[src/rtl/submatrix_tiler.sv]
// Collects grouped rows into a bit matrix. When the matrix is full it streams every
// SUB_SIZE x SUB_SIZE tile in raster order over valid/ready, then returns to filling.
module submatrix_tiler #(
  parameter int ROW_WIDTH  = 16,
  parameter int NUM_ROWS   = 16,
  parameter int SUB_SIZE   = 4,
  parameter int ROW_CNT_W  = 5,
  parameter int TILE_IDX_W = 2
) (
  input  logic                           clock,
  input  logic                           reset,
  input  logic [ROW_WIDTH-1:0]           row_in,
  input  logic                           row_loaded,
  output logic [SUB_SIZE*SUB_SIZE-1:0]   sub_block,
  output logic [TILE_IDX_W-1:0]          tile_row,
  output logic [TILE_IDX_W-1:0]          tile_col,
  output logic                           sub_valid,
  input  logic                           sub_ready,
  output logic [ROW_CNT_W-1:0]           rows_filled,
  output logic                           frame_done,
  output logic                           overflow
);

  localparam int RI_W    = (NUM_ROWS  > 1) ? $clog2(NUM_ROWS)  : 1;
  localparam int CI_W    = (ROW_WIDTH > 1) ? $clog2(ROW_WIDTH) : 1;
  localparam int TR_LAST = NUM_ROWS / SUB_SIZE - 1;
  localparam int TC_LAST = ROW_WIDTH / SUB_SIZE - 1;

  localparam logic [0:0] S_FILL = 1'b0;
  localparam logic [0:0] S_EMIT = 1'b1;

  logic [0:0]                          r_state;
  logic                                r_prev;
  logic [ROW_CNT_W-1:0]                r_rows_filled;
  logic [TILE_IDX_W-1:0]               r_tile_row;
  logic [TILE_IDX_W-1:0]               r_tile_col;
  logic                                r_frame_done;
  logic                                r_overflow;
  logic [NUM_ROWS-1:0][ROW_WIDTH-1:0]  r_mat;

  logic                                w_row_stb;
  logic                                w_emit;
  logic                                w_col_last;
  logic                                w_last_tile;
  logic [RI_W-1:0]                     w_rbase;
  logic [CI_W-1:0]                     w_cbase;
  logic [SUB_SIZE*SUB_SIZE-1:0]        w_tile;

  // Rising edge of the grouper's level signal; a held level is one row.
  assign w_row_stb   = row_loaded & ~r_prev;
  assign w_emit      = (r_state == S_EMIT);
  assign w_col_last  = (r_tile_col == TILE_IDX_W'(TC_LAST));
  assign w_last_tile = w_col_last && (r_tile_row == TILE_IDX_W'(TR_LAST));

  always_ff @(posedge clock or posedge reset) begin
    if (reset) begin
      r_state       <= S_FILL;
      r_prev        <= 1'b0;
      r_rows_filled <= '0;
      r_tile_row    <= '0;
      r_tile_col    <= '0;
      r_frame_done  <= 1'b0;
      r_overflow    <= 1'b0;
    end else begin
      r_prev       <= row_loaded;
      r_frame_done <= 1'b0;
      case (r_state)
        S_FILL: begin
          if (w_row_stb) begin
            r_rows_filled <= r_rows_filled + 1'b1;
            if (r_rows_filled == ROW_CNT_W'(NUM_ROWS - 1))
              r_state <= S_EMIT;
          end
        end
        S_EMIT: begin
          if (w_row_stb)
            r_overflow <= 1'b1;
          if (sub_ready) begin
            if (w_last_tile) begin
              r_state       <= S_FILL;
              r_frame_done  <= 1'b1;
              r_rows_filled <= '0;
              r_tile_row    <= '0;
              r_tile_col    <= '0;
            end else if (w_col_last) begin
              r_tile_col <= '0;
              r_tile_row <= r_tile_row + 1'b1;
            end else begin
              r_tile_col <= r_tile_col + 1'b1;
            end
          end
        end
        default: r_state <= S_FILL;
      endcase
    end
  end

  // Row storage is never cleared; only the write pointer and FSM are reset.
  always_ff @(posedge clock) begin
    if (w_row_stb && (r_state == S_FILL))
      r_mat[r_rows_filled[RI_W-1:0]] <= row_in;
  end

  assign w_rbase = RI_W'(r_tile_row) * RI_W'(SUB_SIZE);
  assign w_cbase = CI_W'(r_tile_col) * CI_W'(SUB_SIZE);

  // Column c of the matrix is row bit ROW_WIDTH-1-c; tiles pack row-major, MSB first.
  for (genvar i = 0; i < SUB_SIZE; i++) begin : g_trow
    logic [RI_W-1:0] w_ridx;
    assign w_ridx = w_rbase + RI_W'(i);
    for (genvar j = 0; j < SUB_SIZE; j++) begin : g_tcol
      logic [CI_W-1:0] w_bidx;
      assign w_bidx = CI_W'(ROW_WIDTH - 1) - (w_cbase + CI_W'(j));
      assign w_tile[SUB_SIZE*SUB_SIZE-1-(i*SUB_SIZE+j)] = r_mat[w_ridx][w_bidx];
    end
  end

  assign sub_block   = w_emit ? w_tile : '0;
  assign sub_valid   = w_emit;
  assign tile_row    = r_tile_row;
  assign tile_col    = r_tile_col;
  assign rows_filled = r_rows_filled;
  assign frame_done  = r_frame_done;
  assign overflow    = r_overflow;

endmodule

[config.mk]
export PLATFORM = sky130hd
export DESIGN_NAME = submatrix_tiler
export DESIGN_NICKNAME = d
export VERILOG_FILES = /design/src/rtl/submatrix_tiler.sv
export SDC_FILE = /design/constraint.sdc
export NUM_CORES = 1
export LEC_CHECK = 0
export CELL_PAD_IN_SITES_DETAIL_PLACEMENT = 2
export CELL_PAD_IN_SITES_GLOBAL_PLACEMENT = 2
export CORE_ASPECT_RATIO = 1.5
export CORE_MARGIN = 1.5
export CORE_UTILIZATION = 40
export DETAILED_ROUTE_END_ITERATION = 10
export GPL_ROUTABILITY_DRIVEN = 1
export GPL_TIMING_DRIVEN = 0
export PLACE_DENSITY = 0.8
export SYNTH_ARGS = -nofsm -noshare
export SYNTH_HDL_FRONTEND = slang
export SYNTH_SLANG_ARGS = --single-unit
export TNS_END_PERCENT = 10
[constraint.sdc]
create_clock -name clock -period 3 [get_ports clock]
set_input_delay 0.3 -clock clock [delete_from_list [all_inputs] [get_ports clock]]
set_output_delay 0.3 -clock clock [all_outputs]
set_load 0.02 [all_outputs]
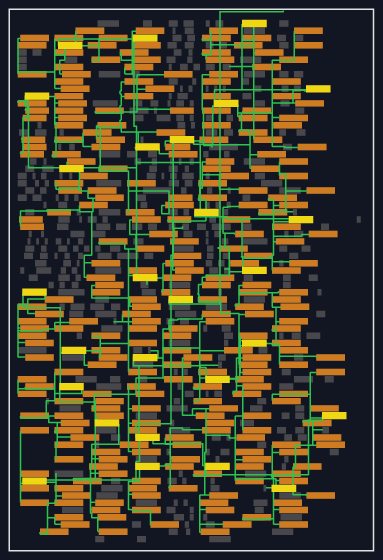
run_1/clock_map.png
[yellow] cells driving clock nets | count: 27
[orange] flip-flops | count: 269
[green] clock wires | length: 3440 µm
flops lie: spread over the die
Clock Power: 3520 µW
worst skew pair latency: 0.56 ns
clock skew after layout: 0.0166 ns
Clock power frac: 36.2%

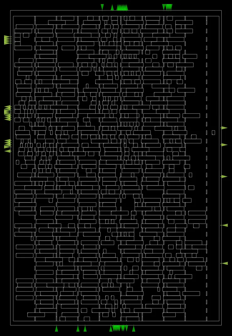
run_1/final_placement.png
Core Region: 25900 µm²
flop count: 269

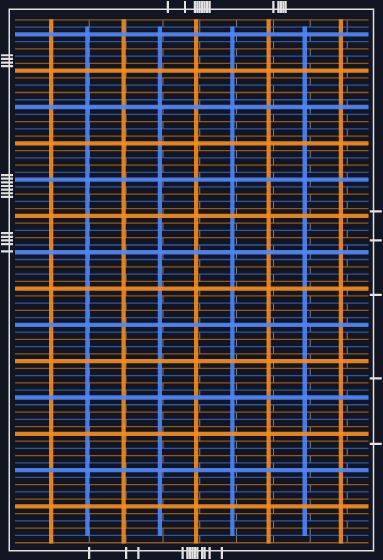
run_1/pdn.png
Pins as bars on the die edge. Tap cells in grey.
[blue] VDD
[orange] VSS
met5 straps: 14
met4 straps: 9
met1 rails: 73

## run 1: flip-flops by register name (all words and copies together) (netlist names)
signal       flops
frame_done       1
overflow         1
r_mat          256
r_prev           1
rows_filled      5
sub_valid        1
tile_col         2
tile_row         2
## run 1: worst register-to-register path, delay by kind of cell (launching register included)
family	cells	cell delay [ns]
buffers and inverters	2	0.54
AND/OR/NAND/NOR	3	1.62
flip-flops	1	0.43
## run 1: area by class of cell
cell class / instances / share of cell area [%]
buffer: 27 / 2.02
timing repair buffer: 63 / 5.24
tap: 333 / 3.28
sequential: 269 / 63.1
clock inverter: 18 / 1.65
clock buffer: 31 / 5.51
multi-input combinational: 231 / 19.1
inverter: 6 / 0.177
## run 1: cell families (layout without fill, tap and decap cells)
family                   count (synthesis)  count (layout)  share of synthesized area (%)
AND-OR/OR-AND                           63              63                           3.99
AND/OR/NAND/NOR                         61              61                           2.66
XOR/XNOR                                 2               2                          0.165
buffers and inverters                   34             145                           2.25
adder cells (fa/ha/maj)                  7               7                          0.827
multiplexers                            98              98                           14.4
flip-flops                             269             269                           75.7
## run 1: power by group
| part | internal [µW] | total (µW) | switching (µW) |
|---|---|---|---|
| combinational | 666 | 1780 | 1110 |
| sequential | 4320 | 4440 | 116 |
| clock | 2030 | 3520 | 1490 |
| total | 7020 | 9740 | 2720 |
## run 1: routing by layer
layer  up-vias  global-route usage (%)  wire, µm
met1      3029                    28.6     11900
li1       2373                       -         -
met3        70                    3.19      1390
met2       204                    41.4     16500
met5         -                       0         0
met4         0                    10.5      1230
## run 1: placed cells by master (no fill, tap or decap), drive strengths merged
cell,n
nand2b,4
nor2b,4
xor2,2
mux2,2
nor3,6
dlygate4sd2,4
o21ai,22
mux2i,54
nor3b,1
o2111ai,4
mux4,42
buf,39
bufinv,4
edfxtp,256
clkbuf,44
a21o,3
clkinvlp,4
nand4,2
a21oi,7
clkdlybuf4s15,3
inv,6
dfrtp,13
a22oi,8
a311oi,4
clkdlybuf4s50,31
o31ai,1
and2,2
clkinv,10
and3,1
a211oi,2
a221oi,10
nand2,22
ha,7
nand3,3
nor2,16
o211ai,2
## run 1: how the worst max path moves through the flow
stage	startpoint	to	slack [ns]
after floorplan	sub_valid	r_mat[48]	0.26
after global placement	row_loaded	r_mat[53]	-1.11
after detailed placement	tile_row[1]	sub_block[0]	-0.21
after CTS	tile_row[0]	sub_block[2]	-0.16
after global routing	tile_row[0]	sub_block[4]	-0.04
final	tile_col[0]	sub_block[4]	0.001
## run 1: per-stage QoR
stage               setup slack, ns  instance area [µm²]  std cells  util [%]
floorplan                     0.262                10600        534         -
finish                      0.00110                12700        978      49.0
global route                -0.0415                12700        978      49.0
CTS                          -0.158                12700        978      49.0
detailed placement           -0.207                11800        930      45.4
global placement              -1.11                11500        914      44.2
## run 1: what timing repair did
action	in CTS	in global routing
setup endpoints to repair	16	22
resized	57	24
gates cloned	0	0
hold buffers	0	0
pin swaps	0	0
setup buffers	0	0
==> flow_summary.toml, run 1 <==
# flow metrics
[critical_path]
critical_path.max_stage_delay_ns = 0.46
path_buffers = 3
r2r-end = "r_mat[33]"
path_max_fanout = 10

[drt]
vias = 5676

[final_timing]
maxSlewViolCount = 0
setup_viol = 0
tightest_slew_ns = 1.03

[clock_network]
path_clk_slew_ns = 0.07
htree_levels = 1
cts_made_buffers = 27
cts_root_buf = "clkbuf_16"

[yosys]
ys_seq_share_pct = 75.7
avgSynthCellArea_um2 = 19.8
edf_count = 256
yosysTopAreaCell = "edfxtp_1"
netlist_area_um2 = 10600

[power]
leakagePower_uw = 0.00412
power.density_nw_per_um2 = 766

[flow_run]
tool_warnings = 31

[grt]
antenna_found_initial = 0
gr-total-overflow = 0
grt_max_degree = 17

[outcome]
status = "completed"

[die]
die_w_um = 136
pin_count = 48

[final_layout]
area_delta_synth_final_pct = 20.0
n_fill_cell = 2319
mi_logic_area_um2 = 2420
run_1/met2.png
Bar = 50 µm.
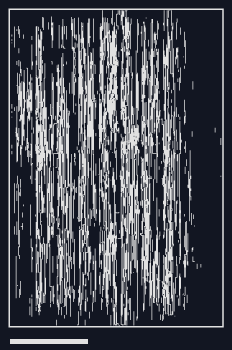

## Run 2: what changed since run 1
Settings changed: RECOVER_POWER set to 100.
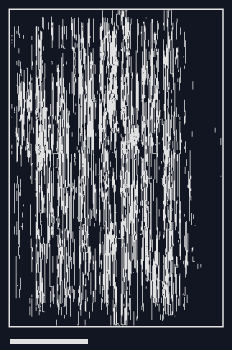
run_2/met2.png
Bar = 50 µm.
share of all routed wire: 53%
longest straight run: 89.1 µm

==> run 2 against run 1 <==
Sequential share of layout area unchanged. Clock skew about the same. Worst hold slack better by 0.14 ns. Combinational power about the same. Largest cell class unchanged. Largest power group unchanged. Highest routed layer unchanged.
==> flow_summary.toml, run 2 <==
# flow metrics
[final_timing]
setup_viol = 0
maxSlewViolCount = 0
tightest_slew_ns = 1.03
clock_skew_ns = 0.0168
relSlewSlack_pct = 30.6
final_hold_viol_count = 0

[clock_network]
htree_levels = 1
cts_made_buffers = 27
clkLatencyLatePin_ns = 0.56
cts_setup_buffers = 0
cts_root_buf = "clkbuf_16"
path_clk_slew_ns = 0.07

[yosys]
yosysTopAreaCell = "edfxtp_1"
netlist_area_um2 = 10600
avgSynthCellArea_um2 = 19.8
netlist_instances = 534
ys_seq_share_pct = 75.7
edf_count = 256

[flow_run]
tool_warnings = 31

[critical_path]
critical_path.max_stage_delay_ns = 0.46
path_max_fanout = 10
crit_path_top_delay_cell = "dfrtp_1"
r2r-end = "r_mat[33]"

[power]
leakagePower_uw = 0.00412
power.density_nw_per_um2 = 766

[placed_design]
placed_area_um2 = 11800
place_inst = 930

[final_layout]
layout_top_cell = "edfxtp_1"
final-instance-count-excl-fill = 978
final_area_um2 = 12700
largest_register_ffs = 256
postLayoutCoreUtil_pct = 49.0
area_delta_synth_final_pct = 20.0
final_cell_mix = "256 x edfxtp_1, 54 x mux2i_1, 38 x mux4_2"

[grt]
antenna_found_initial = 0
grt_max_degree = 17
gr-total-overflow = 0

[die]
pin_count = 48
core_area_um2 = 25900
die_w_um = 136
die_h_um = 202

[drt]
vias = 5668

[outcome]
status = "completed"
## run 2: metal layers
metal / track usage (%) / up-vias / wire, µm
met2: 41.4 / 191 / 16500
met3: 3.19 / 70 / 1350
met5: 0 / - / 0
li1: - / 2374 / -
met4: 10.5 / 0 / 1230
met1: 28.6 / 3033 / 11900
## run 2: layout make-up
class,count,area [µm²]
buffer,27,256
inverter,6,22.5
sequential,269,8010
timing repair buffer,63,666
tap,333,417
clock buffer,31,701
multi-input combinational,231,2420
clock inverter,18,210
fill,2319,13200
## run 2: where the power goes
| part | switching (µW) | total, µW | internal [µW] |
|---|---|---|---|
| Sequential | 116 | 4440 | 4320 |
| Combinational | 1110 | 1770 | 661 |
| Clock | 1500 | 3520 | 2030 |
## run 2: kinds of logic (layout without fill, tap and decap cells)
| family | count (synthesis) | count (layout) | synth area share (%) |
|---|---|---|---|
| flip-flops | 269 | 269 | 75.7 |
| XOR/XNOR | 2 | 2 | 0.165 |
| AND-OR/OR-AND | 63 | 63 | 3.99 |
| multiplexers | 98 | 98 | 14.4 |
| AND/OR/NAND/NOR | 61 | 61 | 2.66 |
| adder cells (fa/ha/maj) | 7 | 7 | 0.827 |
| buffers and inverters | 34 | 145 | 2.25 |
## run 2: repair_timing
| action | CTS | global route |
|---|---|---|
| gates resized | 57 | 24 |
| hold buffers | 0 | 0 |
| endpoints found under the setup margin | 16 | 22 |
| gates cloned | 0 | 0 |
## run 2: how the worst max path moves through the flow
| stage | start | endpoint | slack, ns | cells past startpoint |
|---|---|---|---|---|
| after floorplan | sub_valid | r_mat[48] | 0.26 | 4 |
| after global placement | row_loaded | r_mat[53] | -1.11 | 4 |
| after detailed placement | tile_row[1] | sub_block[0] | -0.21 | 7 |
| after CTS | tile_row[0] | sub_block[2] | -0.16 | 8 |
| after global routing | tile_row[0] | sub_block[4] | -0.04 | 6 |
| final | tile_col[0] | sub_block[4] | 0.0007 | 6 |
## run 2: metrics by stage
step | hold slack (ns) | setup WS, ns
after floorplan | 0.177 | 0.262
after global placement | 0.446 | -1.11
after detailed placement | 0.466 | -0.207
after CTS | 0.0935 | -0.158
after global routing | 0.271 | -0.0415
final | 0.236 | 0.000699
## run 2: worst max-delay path: cells and delay by family (launching register included)
family / cells / cell delay, ns
AND-OR/OR-AND: 2 / 0.39
buffers and inverters: 3 / 0.90
flip-flops: 1 / 0.46
multiplexers: 1 / 0.37
Power is estimated from default activity; no workload was simulated.
